<file path="config.mk">
export PLATFORM = sky130hd
export DESIGN_NAME = timer_counter_bank_flat
export DESIGN_NICKNAME = d
export VERILOG_FILES = /design/src/rtl/timer_counter_bank_if.sv /design/src/rtl/timer_counter_bank.sv /design/src/flat_wrapper.sv
export SDC_FILE = /design/constraint.sdc
export NUM_CORES = 1
export LEC_CHECK = 0
export CAP_MARGIN = 25
export CELL_PAD_IN_SITES_DETAIL_PLACEMENT = 0
export CELL_PAD_IN_SITES_GLOBAL_PLACEMENT = 1
export CORE_ASPECT_RATIO = 0.75
export CORE_UTILIZATION = 43
export DETAILED_ROUTE_END_ITERATION = 7
export PLACE_DENSITY = 0.92
export SLEW_MARGIN = 10
export SYNTH_ARGS = -nofsm -noshare
export SYNTH_HDL_FRONTEND = slang
export SYNTH_SLANG_ARGS = --single-unit
</file>
<file path="constraint.sdc">
create_clock -name CLK -period 3.3 [get_ports CLK]
set_clock_uncertainty 0.05 [all_clocks]
set_input_delay 0.66 -clock CLK [delete_from_list [all_inputs] [get_ports CLK]]
set_output_delay 0.66 -clock CLK [all_outputs]
set_load 0.005 [all_outputs]
</file>
<file path="src/rtl/timer_counter_bank_if.sv">
`default_nettype none
// ============================================================================
// Module   : timer_counter_bank_if
// Brief    : Shared byte-wise write port into the timer/counter bank.
// Revision : 1.0 - initial release
// ============================================================================
interface timer_counter_bank_if #(
    parameter int WIDTH    = 16,
    parameter int CHANNELS = 4
);
    localparam int c_CH_W   = (CHANNELS > 1) ? $clog2(CHANNELS) : 1;
    localparam int c_BYTE_W = ((WIDTH / 8) > 1) ? $clog2(WIDTH / 8) : 1;

    logic                WR_EN;
    logic [c_CH_W-1:0]   WR_CH;
    logic [c_BYTE_W-1:0] WR_BYTE;
    logic                WR_SEL;
    logic [7:0]          WR_DATA;

    modport master (
        output WR_EN, WR_CH, WR_BYTE, WR_SEL, WR_DATA
    );

    modport slave (
        input  WR_EN, WR_CH, WR_BYTE, WR_SEL, WR_DATA
    );
endinterface
`default_nettype wire

</file>
<file path="src/rtl/timer_counter_bank.sv">
`default_nettype none
// ============================================================================
// Module   : timer_counter_bank
// Brief    : Multi-channel up/down timer/counter with auto-reload, tick and
//            sticky terminal-event flag; byte-wise CPU-loaded registers.
// Revision : 1.0 - initial release
// ============================================================================
module timer_counter_bank #(
    parameter int WIDTH    = 16,
    parameter int CHANNELS = 4
) (
    input  logic                      CLK,
    input  logic                      CPU_Reset,
    timer_counter_bank_if.slave       wr,
    input  logic [CHANNELS-1:0]       CH_EN,
    input  logic [CHANNELS-1:0]       CH_MODE,
    input  logic [CHANNELS-1:0]       CH_AUTORELOAD,
    input  logic [CHANNELS-1:0]       EVT_CLR,
    output logic [CHANNELS-1:0]       TIMER_TICK,
    output logic [CHANNELS-1:0]       TIMER_OV,
    output logic [CHANNELS*WIDTH-1:0] COUNT_OUT
);
    localparam int               c_LANES    = WIDTH / 8;
    localparam int               c_CH_W     = (CHANNELS > 1) ? $clog2(CHANNELS) : 1;
    localparam int               c_BYTE_W   = (c_LANES > 1) ? $clog2(c_LANES) : 1;
    localparam logic [WIDTH-1:0] c_ALL_ONES = '1;
    localparam logic [WIDTH-1:0] c_ONE      = WIDTH'(1);

    for (genvar n = 0; n < CHANNELS; n++) begin : g_ch
        logic [WIDTH-1:0] r_count;
        logic [WIDTH-1:0] r_reload;
        logic             r_tick;
        logic             r_ov;
        logic [WIDTH-1:0] w_count_wr;
        logic [WIDTH-1:0] w_reload_wr;
        logic [WIDTH-1:0] w_step;
        logic             w_ch_hit;
        logic             w_cnt_write;
        logic             w_evt;
        logic             w_fire;

        // Channels outside the encodable range never match, so such writes drop out.
        assign w_ch_hit = wr.WR_EN && (wr.WR_CH == c_CH_W'(n));

        always_comb begin
            w_count_wr  = r_count;
            w_reload_wr = r_reload;
            w_cnt_write = 1'b0;
            for (int b = 0; b < c_LANES; b++) begin
                if (w_ch_hit && (wr.WR_BYTE == c_BYTE_W'(b))) begin
                    if (wr.WR_SEL) begin
                        w_reload_wr[b*8 +: 8] = wr.WR_DATA;
                    end else begin
                        w_count_wr[b*8 +: 8] = wr.WR_DATA;
                        w_cnt_write          = 1'b1;
                    end
                end
            end
        end

        always_comb begin
            w_step = r_count;
            w_evt  = 1'b0;
            if (CH_MODE[n]) begin
                if (r_count == c_ALL_ONES) begin
                    w_evt  = 1'b1;
                    w_step = CH_AUTORELOAD[n] ? r_reload : '0;
                end else begin
                    w_step = r_count + c_ONE;
                end
            end else begin
                if (r_count > c_ONE) begin
                    w_step = r_count - c_ONE;
                end else if (r_count == c_ONE) begin
                    w_step = '0;
                    w_evt  = 1'b1;
                end else begin
                    // Zero is the silent reload point, giving a period of reload+1.
                    w_step = CH_AUTORELOAD[n] ? r_reload : '0;
                end
            end
        end

        assign w_fire = !w_cnt_write && CH_EN[n] && w_evt;

        always_ff @(posedge CLK) begin
            if (CPU_Reset) begin
                r_count  <= '0;
                r_reload <= '0;
                r_tick   <= 1'b0;
                r_ov     <= 1'b0;
            end else begin
                r_reload <= w_reload_wr;
                r_tick   <= w_fire;
                if (w_cnt_write) begin
                    r_count <= w_count_wr;
                end else if (CH_EN[n]) begin
                    r_count <= w_step;
                end
                if (w_fire) begin
                    r_ov <= 1'b1;
                end else if (EVT_CLR[n]) begin
                    r_ov <= 1'b0;
                end
            end
        end

        assign COUNT_OUT[n*WIDTH +: WIDTH] = r_count;
        assign TIMER_TICK[n]               = r_tick;
        assign TIMER_OV[n]                 = r_ov;
    end
endmodule
`default_nettype wire

</file>
<file path="src/flat_wrapper.sv">
// flat-port wrapper written by rule: the top's interface ports become plain ports
module timer_counter_bank_flat 
#(
    parameter int WIDTH    = 16,
    parameter int CHANNELS = 4
)
  (CLK, CPU_Reset, CH_EN, CH_MODE, CH_AUTORELOAD, EVT_CLR, TIMER_TICK, TIMER_OV, COUNT_OUT, wr_WR_EN, wr_WR_CH, wr_WR_BYTE, wr_WR_SEL, wr_WR_DATA);
  timer_counter_bank_if #(.WIDTH(WIDTH), .CHANNELS(CHANNELS)) wr_i ();
  input  logic CLK;
  input  logic CPU_Reset;
  input  logic [CHANNELS-1:0] CH_EN;
  input  logic [CHANNELS-1:0] CH_MODE;
  input  logic [CHANNELS-1:0] CH_AUTORELOAD;
  input  logic [CHANNELS-1:0] EVT_CLR;
  output logic [CHANNELS-1:0] TIMER_TICK;
  output logic [CHANNELS-1:0] TIMER_OV;
  output logic [CHANNELS*WIDTH-1:0] COUNT_OUT;
  input wire logic [$bits(wr_i.WR_EN)-1:0] wr_WR_EN;
  input wire logic [$bits(wr_i.WR_CH)-1:0] wr_WR_CH;
  input wire logic [$bits(wr_i.WR_BYTE)-1:0] wr_WR_BYTE;
  input wire logic [$bits(wr_i.WR_SEL)-1:0] wr_WR_SEL;
  input wire logic [$bits(wr_i.WR_DATA)-1:0] wr_WR_DATA;
  assign wr_i.WR_EN = wr_WR_EN;
  assign wr_i.WR_CH = wr_WR_CH;
  assign wr_i.WR_BYTE = wr_WR_BYTE;
  assign wr_i.WR_SEL = wr_WR_SEL;
  assign wr_i.WR_DATA = wr_WR_DATA;
  timer_counter_bank #(.WIDTH(WIDTH), .CHANNELS(CHANNELS)) u_core (.CLK(CLK), .CPU_Reset(CPU_Reset), .wr(wr_i), .CH_EN(CH_EN), .CH_MODE(CH_MODE), .CH_AUTORELOAD(CH_AUTORELOAD), .EVT_CLR(EVT_CLR), .TIMER_TICK(TIMER_TICK), .TIMER_OV(TIMER_OV), .COUNT_OUT(COUNT_OUT));
endmodule
</file>
### PDN straps and rails

The bar under the picture is 50 um long. Pins as bars on the die edge.
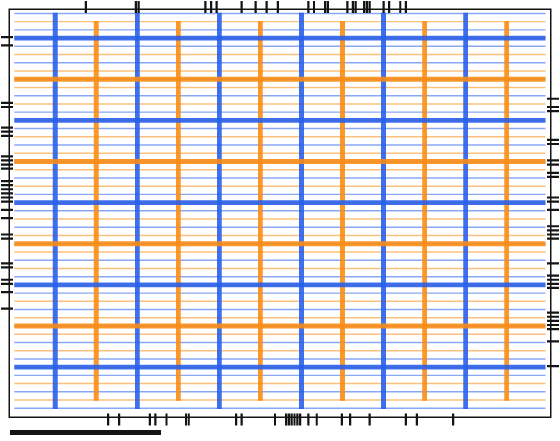
Orange stands for VDD. Blue stands for VSS.
49 met1 rails follow the rows. The core has 48 rows. 12 straps on met4.

### Cell classes on the final placement

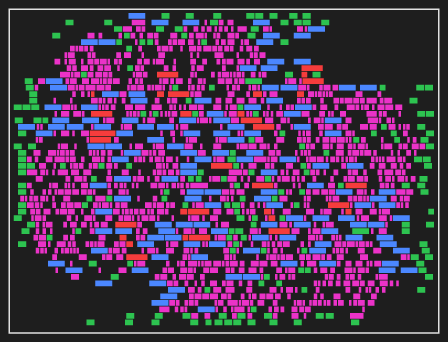
Red stands for clock drivers and dummy loads, cells 32, share of their area 4.9%. Blue stands for registers, cells 136, share of their area 23%. Magenta stands for remaining logic cells, cells 1087, share of their area 58%. Green stands for remaining buffers and delay cells, cells 183, share of their area 14%.
Design Area, Final: 12070 sq um
share of the final layout cell area in sequential cells: 0.2256

==> impl_report.txt <==
PHYSICAL IMPLEMENTATION REPORT
----------------------------------------------------
[Setup path]
  Worst Setup Path Type ........................ input port to register
  Crit-path most repeated cell ........................ sky130_fd_sc_hd__a21oi_1
  Sort of element at the end of the critical path ........................ register
  Cell depth of the worst flop-to-flop path ........................ 8
  Delay of the slowest cell on the worst path ........................ 0.59 ns
  Worst setup path startpoint ........................ wr_WR_CH[0]
  Arrival time worst endpoint ........................ 3.09 ns
  Slowest stage cell on the critical path ........................ sky130_fd_sc_hd__or3b_2
  Top cell family by delay on the critical path ........................ simple AND/OR/NAND/NOR gates
  Worst path bufs/invs ........................ 1

[CTS]
  Clock transition at the register clock pins on the worst setup and hold paths after CTS ........................ 0.06 ns
  Number of CTS-inserted buffers ........................ 17
  Clock tree from TritonCTS ........................ done
  Post-CTS Setup Repair Bufs ........................ 0
  Post-cts repair resize count ........................ 0

[Layout]
  Layout clock buffers ........................ 18
  Logic area ........................ 6638 sq um
  Tally of filler cells in the layout ........................ 2179
  Leading registers by flop count ........................ u_core.g_ch.r_count (64), u_core.g_ch.r_reload (64)
  Nonclk buf count ........................ 183
  Count of antenna diodes in the layout ........................ 0
  Most common logic cell in the routed design ........................ sky130_fd_sc_hd__nor2_1
  Synthesis-to-finish area growth ........................ 20.08%
  Fraction of cell area in non-clock buffers ........................ 0.1368
  Fraction of area in clock buffers and inverters ........................ 0.04789

[Die]
  Die span in x ........................ 178.6 um
  Placeable core region ........................ 22940 sq um
  Area of the die ........................ 24000 sq um
  Well-tap cell count ........................ 300
  Starting density of the core ........................ 0.4382

[Power]
  P_clk ........................ 0.00189 W
  Largest power group ........................ sequential cells
  Part of the power in the clock network ........................ 0.351
  Switching share of power ........................ 0.3498
  Sequential share of power ........................ 0.358
  Internal power ........................ 0.003500 W
  Net switching power ........................ 0.001882 W
  Design Power ........................ 0.005382 W

[Routing]
  DRC violation count after routing ........................ 0
  Remaining antenna violation count ........................ 0
  Drt pass-1 iters ........................ 6
  Wire length on met3 ........................ 4080 um
  Routed wire length on met2 ........................ 14610 um
  Initial DRC Count ........................ 1540

[Synthesis]
  XOR/XNOR Area Share ........................ 0.05751
  Post-synth mux share ........................ 0.09460
  Synthesized netlist net count ........................ 1405
  Count of synthesis-stage warnings from yosys ........................ 0
  Yosys aoi share ........................ 0.2217
  Cell types with the largest area share after synthesis ........................ sky130_fd_sc_hd__dfxtp_1 (27%), sky130_fd_sc_hd__mux2i_1 (8.6%), sky130_fd_sc_hd__nor2_1 (6.0%)
  Main combinational cell family by area after synthesis ........................ simple AND/OR/NAND/NOR gates
  Cell with the most instances after synthesis ........................ sky130_fd_sc_hd__nor2_1
  Seq/Total Area, Yosys ........................ 0.2708
  Syn Std Cell Area ........................ 10050 sq um
  Synthesis area per yosys ........................ 10050 sq um
  Share of flip-flops with an asynchronous set or reset after synthesis ........................ 0

[Final timing]
  Final-report hold violation count ........................ 0
  Setup repair after global routing missed its margin ........................ false
  Fin. max-slew vios ........................ 0
  Max Clk Rate ........................ 359.2 MHz
  Measured slew at the worst slew-check pin ........................ 0.9343 ns
  Post-Route Setup TNS ........................ 0 ns
  Tightest slew margin relative to the limit ........................ 0.3752
  Final Critical Period ........................ 2.784 ns
  Final worst-path cycle share ........................ 0.8435

[Min path]
  Path category of the worst min-delay check ........................ register to register
  Worst Hold End ........................ u_core.g_ch[0].r_ov

[Placement]
  Placed Instance Area ........................ 11490 sq um
  Post-placement worst setup slack ........................ 0.1489 ns
  DP Cell Count ........................ 1706

[Run status]
  Status ........................ complete, no violations

[Global route]
  Most used routing layer in global routing ........................ met1

----------------------------------------------------
Power and IR drop assume default switching activity.
